### config.mk
export PLATFORM = sky130hd
export DESIGN_NAME = phase_sequencer
export DESIGN_NICKNAME = d
export VERILOG_FILES = /design/src/rtl/phase_sequencer_pkg.sv /design/src/rtl/phase_sequencer_next.sv /design/src/rtl/phase_sequencer.sv
export SDC_FILE = /design/constraint.sdc
export NUM_CORES = 1
export LEC_CHECK = 0
export ABC_AREA = 1
export CAP_MARGIN = 40
export CORE_MARGIN = 2
export CORE_UTILIZATION = 30
export DETAILED_ROUTE_END_ITERATION = 6
export PLACE_DENSITY_LB_ADDON = 0.2
export SYNTH_ARGS = -nofsm -noshare
export SYNTH_HDL_FRONTEND = slang
export SYNTH_SLANG_ARGS = --single-unit
### constraint.sdc
create_clock -name clk -period 1.6 [get_ports clk]
set_input_delay 0.24 -clock clk [delete_from_list [all_inputs] [get_ports clk]]
set_output_delay 0.24 -clock clk [all_outputs]
set_load 0.01 [all_outputs]
### src/rtl/phase_sequencer_pkg.sv
// Shared types and default sizing for the N-phase sequencer.
// Optional build macro PHASE_SEQUENCER_SKIP_EN adds a per-phase skip mask.
package phase_sequencer_pkg;

    typedef enum logic {
        IDLE = 1'b0,
        RUN  = 1'b1
    } state_e;

    localparam int NUM_PHASES_DEF = 4;
    localparam int DWELL_W_DEF    = 8;

endpackage

### src/rtl/phase_sequencer_next.sv
// Combinational next-phase picker: chooses the phase to enter from IDLE or after a phase end.
// With PHASE_SEQUENCER_SKIP_EN defined, masked phases are stepped over.
module phase_sequencer_next
    import phase_sequencer_pkg::*;
#(
    parameter  int NUM_PHASES = NUM_PHASES_DEF,
    localparam int PHASE_W    = $clog2(NUM_PHASES)
) (
    input  logic [PHASE_W-1:0]    cur_idx,
    input  logic                  is_idle,
    input  logic                  loop_en,
`ifdef PHASE_SEQUENCER_SKIP_EN
    input  logic [NUM_PHASES-1:0] phase_mask,
`endif
    output logic [PHASE_W-1:0]    next_idx,
    output logic                  wrap,
    output logic                  finish,
    output logic                  all_masked
);

`ifdef PHASE_SEQUENCER_SKIP_EN
    // Candidates: unmasked phases strictly above the current one (any unmasked phase from IDLE).
    logic [NUM_PHASES-1:0] above;
    logic [PHASE_W-1:0]    lowest_any;
    logic [PHASE_W-1:0]    lowest_above;
    logic                  found_above;

    generate
        for (genvar gi = 0; gi < NUM_PHASES; gi++) begin : g_cand
            assign above[gi] = !phase_mask[gi] && (is_idle || (PHASE_W'(gi) > cur_idx));
        end
    endgenerate

    always_comb begin
        lowest_any   = '0;
        lowest_above = '0;
        found_above  = 1'b0;
        for (int i = NUM_PHASES - 1; i >= 0; i--) begin
            if (!phase_mask[i]) begin
                lowest_any = PHASE_W'(i);
            end
            if (above[i]) begin
                lowest_above = PHASE_W'(i);
                found_above  = 1'b1;
            end
        end
    end

    assign all_masked = &phase_mask;
    assign next_idx   = found_above ? lowest_above : lowest_any;
    // A fully masked vector leaves nothing to wrap onto, so the pass finishes.
    assign wrap       = !found_above && loop_en && !all_masked;
    assign finish     = !found_above && (!loop_en || all_masked);
`else
    logic last;

    assign last       = (cur_idx == PHASE_W'(NUM_PHASES - 1));
    assign all_masked = 1'b0;
    assign next_idx   = (is_idle || last) ? '0 : cur_idx + 1'b1;
    assign wrap       = !is_idle && last && loop_en;
    assign finish     = !is_idle && last && !loop_en;
`endif

endmodule

### src/rtl/phase_sequencer.sv
// N-phase sequencer with per-phase dwell, hold, abort, loop mode, entry strobe and done pulse.
// Build macro PHASE_SEQUENCER_SKIP_EN adds the phase_mask input for skipping phases.
module phase_sequencer
    import phase_sequencer_pkg::*;
#(
    parameter  int NUM_PHASES = NUM_PHASES_DEF,
    parameter  int DWELL_W    = DWELL_W_DEF,
    localparam int PHASE_W    = $clog2(NUM_PHASES)
) (
    input  logic                          clk,
    input  logic                          reset,
    input  logic                          start,
    input  logic                          abort,
    input  logic                          hold,
    input  logic                          loop_en,
    input  logic [NUM_PHASES*DWELL_W-1:0] dwell_cfg,
`ifdef PHASE_SEQUENCER_SKIP_EN
    input  logic [NUM_PHASES-1:0]         phase_mask,
`endif
    output logic [PHASE_W-1:0]            phase_out,
    output logic                          busy,
    output logic                          phase_strobe,
    output logic                          done
);

    state_e               state_q, state_d;
    logic [PHASE_W-1:0]   phase_q, phase_d;
    logic [DWELL_W-1:0]   cnt_q, cnt_d;
    logic                 busy_q, busy_d;
    logic                 strobe_q, strobe_d;
    logic                 done_q, done_d;

    logic [DWELL_W-1:0]   dwell_arr [NUM_PHASES];
    logic [PHASE_W-1:0]   pick_next;
    logic                 pick_wrap;
    logic                 pick_finish;
    logic                 pick_none;

    generate
        for (genvar gi = 0; gi < NUM_PHASES; gi++) begin : g_dwell
            assign dwell_arr[gi] = dwell_cfg[gi*DWELL_W +: DWELL_W];
        end
    endgenerate

    phase_sequencer_next #(
        .NUM_PHASES (NUM_PHASES)
    ) u_next (
        .cur_idx    (phase_q),
        .is_idle    (state_q == IDLE),
        .loop_en    (loop_en),
`ifdef PHASE_SEQUENCER_SKIP_EN
        .phase_mask (phase_mask),
`endif
        .next_idx   (pick_next),
        .wrap       (pick_wrap),
        .finish     (pick_finish),
        .all_masked (pick_none)
    );

    // Dwell for the entering phase is captured on the entry edge, so later
    // dwell_cfg edits only affect future entries.
    always_comb begin
        state_d  = state_q;
        phase_d  = phase_q;
        cnt_d    = cnt_q;
        strobe_d = 1'b0;
        done_d   = 1'b0;

        unique case (state_q)
            IDLE: begin
                phase_d = '0;
                if (start && !abort && !pick_none) begin
                    state_d  = RUN;
                    phase_d  = pick_next;
                    cnt_d    = dwell_arr[pick_next];
                    strobe_d = 1'b1;
                end
            end
            RUN: begin
                if (abort) begin
                    state_d = IDLE;
                    phase_d = '0;
                    cnt_d   = '0;
                end else if (hold) begin
                    state_d = RUN;
                end else if (cnt_q != '0) begin
                    cnt_d = cnt_q - 1'b1;
                end else if (pick_wrap || !pick_finish) begin
                    phase_d  = pick_next;
                    cnt_d    = dwell_arr[pick_next];
                    strobe_d = 1'b1;
                end else begin
                    state_d = IDLE;
                    phase_d = '0;
                    cnt_d   = '0;
                    done_d  = 1'b1;
                end
            end
            default: begin
                state_d = IDLE;
                phase_d = '0;
                cnt_d   = '0;
            end
        endcase

        busy_d = (state_d == RUN);
    end

    always_ff @(posedge clk) begin
        if (reset) begin
            state_q  <= IDLE;
            phase_q  <= '0;
            cnt_q    <= '0;
            busy_q   <= 1'b0;
            strobe_q <= 1'b0;
            done_q   <= 1'b0;
        end else begin
            state_q  <= state_d;
            phase_q  <= phase_d;
            cnt_q    <= cnt_d;
            busy_q   <= busy_d;
            strobe_q <= strobe_d;
            done_q   <= done_d;
        end
    end

    assign phase_out    = phase_q;
    assign busy         = busy_q;
    assign phase_strobe = strobe_q;
    assign done         = done_q;

endmodule

### Placement by cell class, run 1

Fill, decap, tap and diode cells in grey.
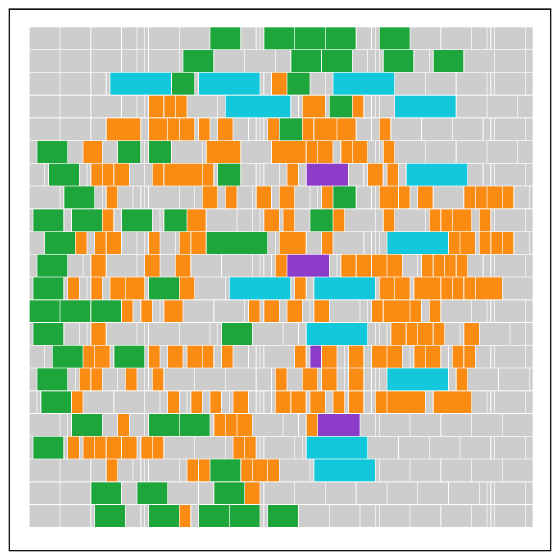
Green is other buffers and delay cells, cells 53, share of their area 32%. Cyan is flops, cells 13, share of their area 16%. Purple is clock drivers and dummy loads, cells 4, share of their area 2.8%. Orange is combinational and other logic, cells 172, share of their area 50%.
end-of-flow core utilization: 46.98%
row cnt: 22
Core Footprint: 3606 µm²

### Routed clock nets over the placement, run 1

The bar under the picture is 20 µm long.
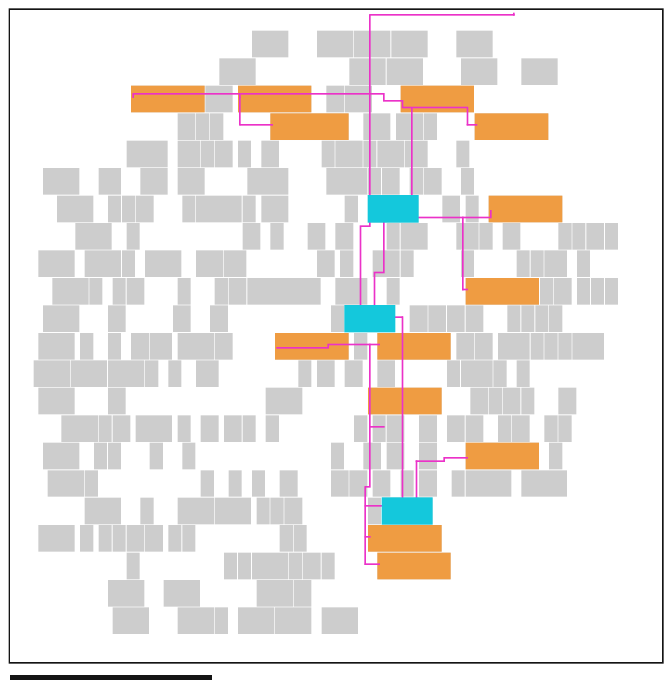
Cyan is clock drivers, count 3. Magenta is clock wires, length 209 µm. Orange is flip-flops, count 13.
There are 4 routed clock nets.
clk pwr: 0.294 mW
clk ins delay skew pair: 0.24 ns

### Pin placement, run 1

Pins as bars across the die edge, other pins in grey.
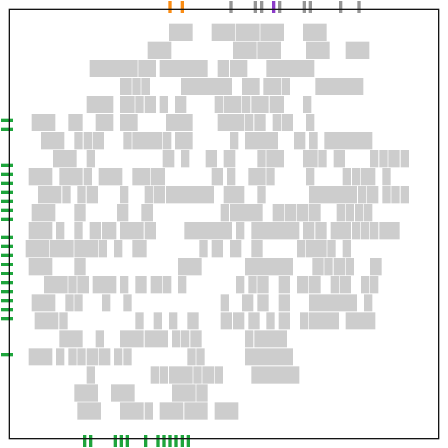
Purple is abort, pins 1, direction input, edge top. Green is dwell_cfg, pins 32, direction input, edge 20 left, 12 bottom. Orange is phase_out, pins 2, direction output, edge top.
Die Y: 64.58 µm
Port Buf Inserts: 42
DIE WIDTH: 64.58 µm

==> results_slide.txt, run 1 <==
Run Summary

Final layout
  • Buffering overhead: roughly 30%
  • N_diodes: 0
  • Bufs w/o clock: 53
  • Sequential share of cell area: 15.44%
  • Area growth, synth to finish: 53.86%
  • Number of logic gates: 144
  • Most frequent cells in the layout: 42 x clkdlybuf4s50_1, 38 x nand2_1, 30 x nor2_1, 26 x inv_1, 20 x o21ai_0

Yosys
  • Yosys xor share: 2.386%
  • Ys flop type: dfxtp_1
  • Top logic family: simple AND/OR/NAND/NOR gates
  • Async SR Flop Fraction: 0%
  • Mapped Cells: 190

Global route
  • GR Util met2: 22.53%
  • Vias in the first global route: 1116

Final timing
  • Tmin final: 1.508 ns
  • Total negative slack: 0 ns
  • Slew at the pin with the worst max-slew slack: 0.3172 ns
  • Clock Skews: ~0.0044 ns
  • Fmax: 663.0 MHz
  • Hold Violations, Final: 0

Pwr
  • Leak: between 0.8 and 0.9 nW
  • Sequential Power Share: ~34%

Run status
  • Run status: finished, final reports clean

Worst setup path
  • WP data required: roughly 1.4 ns
  • Crit path DAT: between 1 and 1.5 ns
  • Crit-path max cell delay: 0.53 ns
  • Critical R2R Capture: cnt_q[6]
  • CP cell instances: buf_4, clkdlybuf4s50_1

Placement
  • Placement Setup Slack: -0.06238 ns
  • Post-DP HPWL: 2.394 mm

Detailed routing
  • Highest Signal Layer: met3
  • DRT iter0 DRCs: 33

Clocking
  • CTS root buf: clkbuf_8
  • CTS Sinks: 13

Worst hold path
  • Type of the most critical hold path: flop to flop
  • Hold Path End: cnt_q[1]

Floorplanning
  • # IOs: 43
--- run 2 (diff from run 1) ---
--- a/config.mk
+++ b/config.mk
@@ -11,6 +11,7 @@
 export CORE_UTILIZATION = 30
 export DETAILED_ROUTE_END_ITERATION = 6
 export PLACE_DENSITY_LB_ADDON = 0.2
+export SLEW_MARGIN = 20
 export SYNTH_ARGS = -nofsm -noshare
 export SYNTH_HDL_FRONTEND = slang
 export SYNTH_SLANG_ARGS = --single-unit
### Wiring by layer, run 2

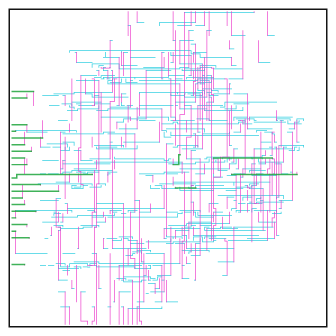
Cyan is metal 1, wire length 1460 µm. Magenta is metal 2, wire length 1300 µm. Green is metal 3, wire length 114 µm.
via count: 1252
WL/cell: 9.917 µm
final WL: 2.876 mm

==> run 2 against run 1 <==
Compared with the run above: core utilization is the same; non-clock buffer count did not move; sequential power hardly changed; synthesized area unchanged; register-to-register slack barely moved; critical endpoint unchanged.
==> results_slide.txt, run 2 <==
Run Summary

Run status
  • Run status: finished, final reports clean (unchanged)

Final layout
  • Buffering overhead: 30.43% (unchanged)
  • N_diodes: 0 (unchanged)
  • Sequential share of cell area: 15.44% (unchanged)
  • Bufs w/o clock: 53 (unchanged)
  • Number of logic gates: 144 (unchanged)
  • Area growth, synth to finish: 53.86% (unchanged)
  • Most frequent cells in the layout: 42 x clkdlybuf4s50_1, 38 x nand2_1, 30 x nor2_1, 26 x inv_1, 20 x o21ai_0 (unchanged)

Yosys
  • Top logic family: simple AND/OR/NAND/NOR gates (unchanged)
  • Mapped Cells: 190 (unchanged)
  • Yosys xor share: 2.386% (unchanged)
  • Async SR Flop Fraction: 0% (unchanged)
  • Ys flop type: dfxtp_1 (unchanged)

Clocking
  • Clk ins delay skew pair: 0.24 ns (about the same)
  • CTS Sinks: 13 (unchanged)
  • CTS root buf: clkbuf_8 (unchanged)

Worst hold path
  • Hold Path End: cnt_q[1] (unchanged)
  • Type of the most critical hold path: flop to flop (unchanged)

Final timing
  • Tmin final: 1.508 ns (unchanged)
  • Total negative slack: 0 ns (unchanged)
  • Fmax: 663.0 MHz (unchanged)
  • Slew at the pin with the worst max-slew slack: 0.3172 ns (unchanged)
  • Hold Violations, Final: 0 (unchanged)
  • Clock Skews: 0.004449 ns (unchanged)

Pwr
  • Leak: 0.8086 nW (unchanged)
  • Clk pwr: 0.294 mW (about the same)

Placement
  • Placement Setup Slack: -0.06238 ns (unchanged)
  • Port Buf Inserts: 42 (unchanged)
  • Post-DP HPWL: 2.394 mm (unchanged)

Floorplanning
  • Core Footprint: 3606 µm² (unchanged)
  • DIE WIDTH: 64.58 µm (unchanged)
  • Die Y: 64.58 µm (unchanged)

Worst setup path
  • CP cell instances: buf_4, clkdlybuf4s50_1 (unchanged)
  • Crit-path max cell delay: 0.53 ns (about the same)
  • WP data required: 1.36 ns (about the same)

Global route
  • Vias in the first global route: 1116 (unchanged)
  • GR Util met2: 22.53% (unchanged)
### Pin placement, run 2

Pins as bars across the die edge, other pins in grey.
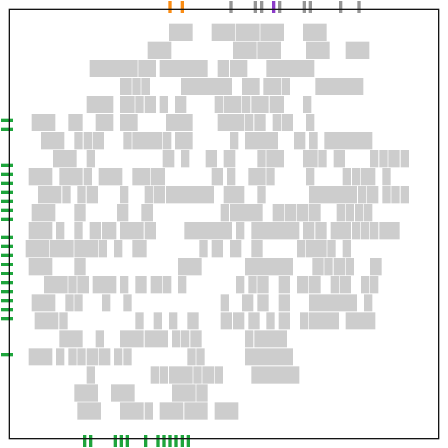
Orange is phase_out, pins 2, direction output, edge top. Green is dwell_cfg, pins 32, direction input, edge 20 left, 12 bottom. Purple is abort, pins 1, direction input, edge top.
All pins by edge: 20 left, 12 bottom, 11 top.

Power figures rest on the tool's default switching activity, not on a simulated workload.
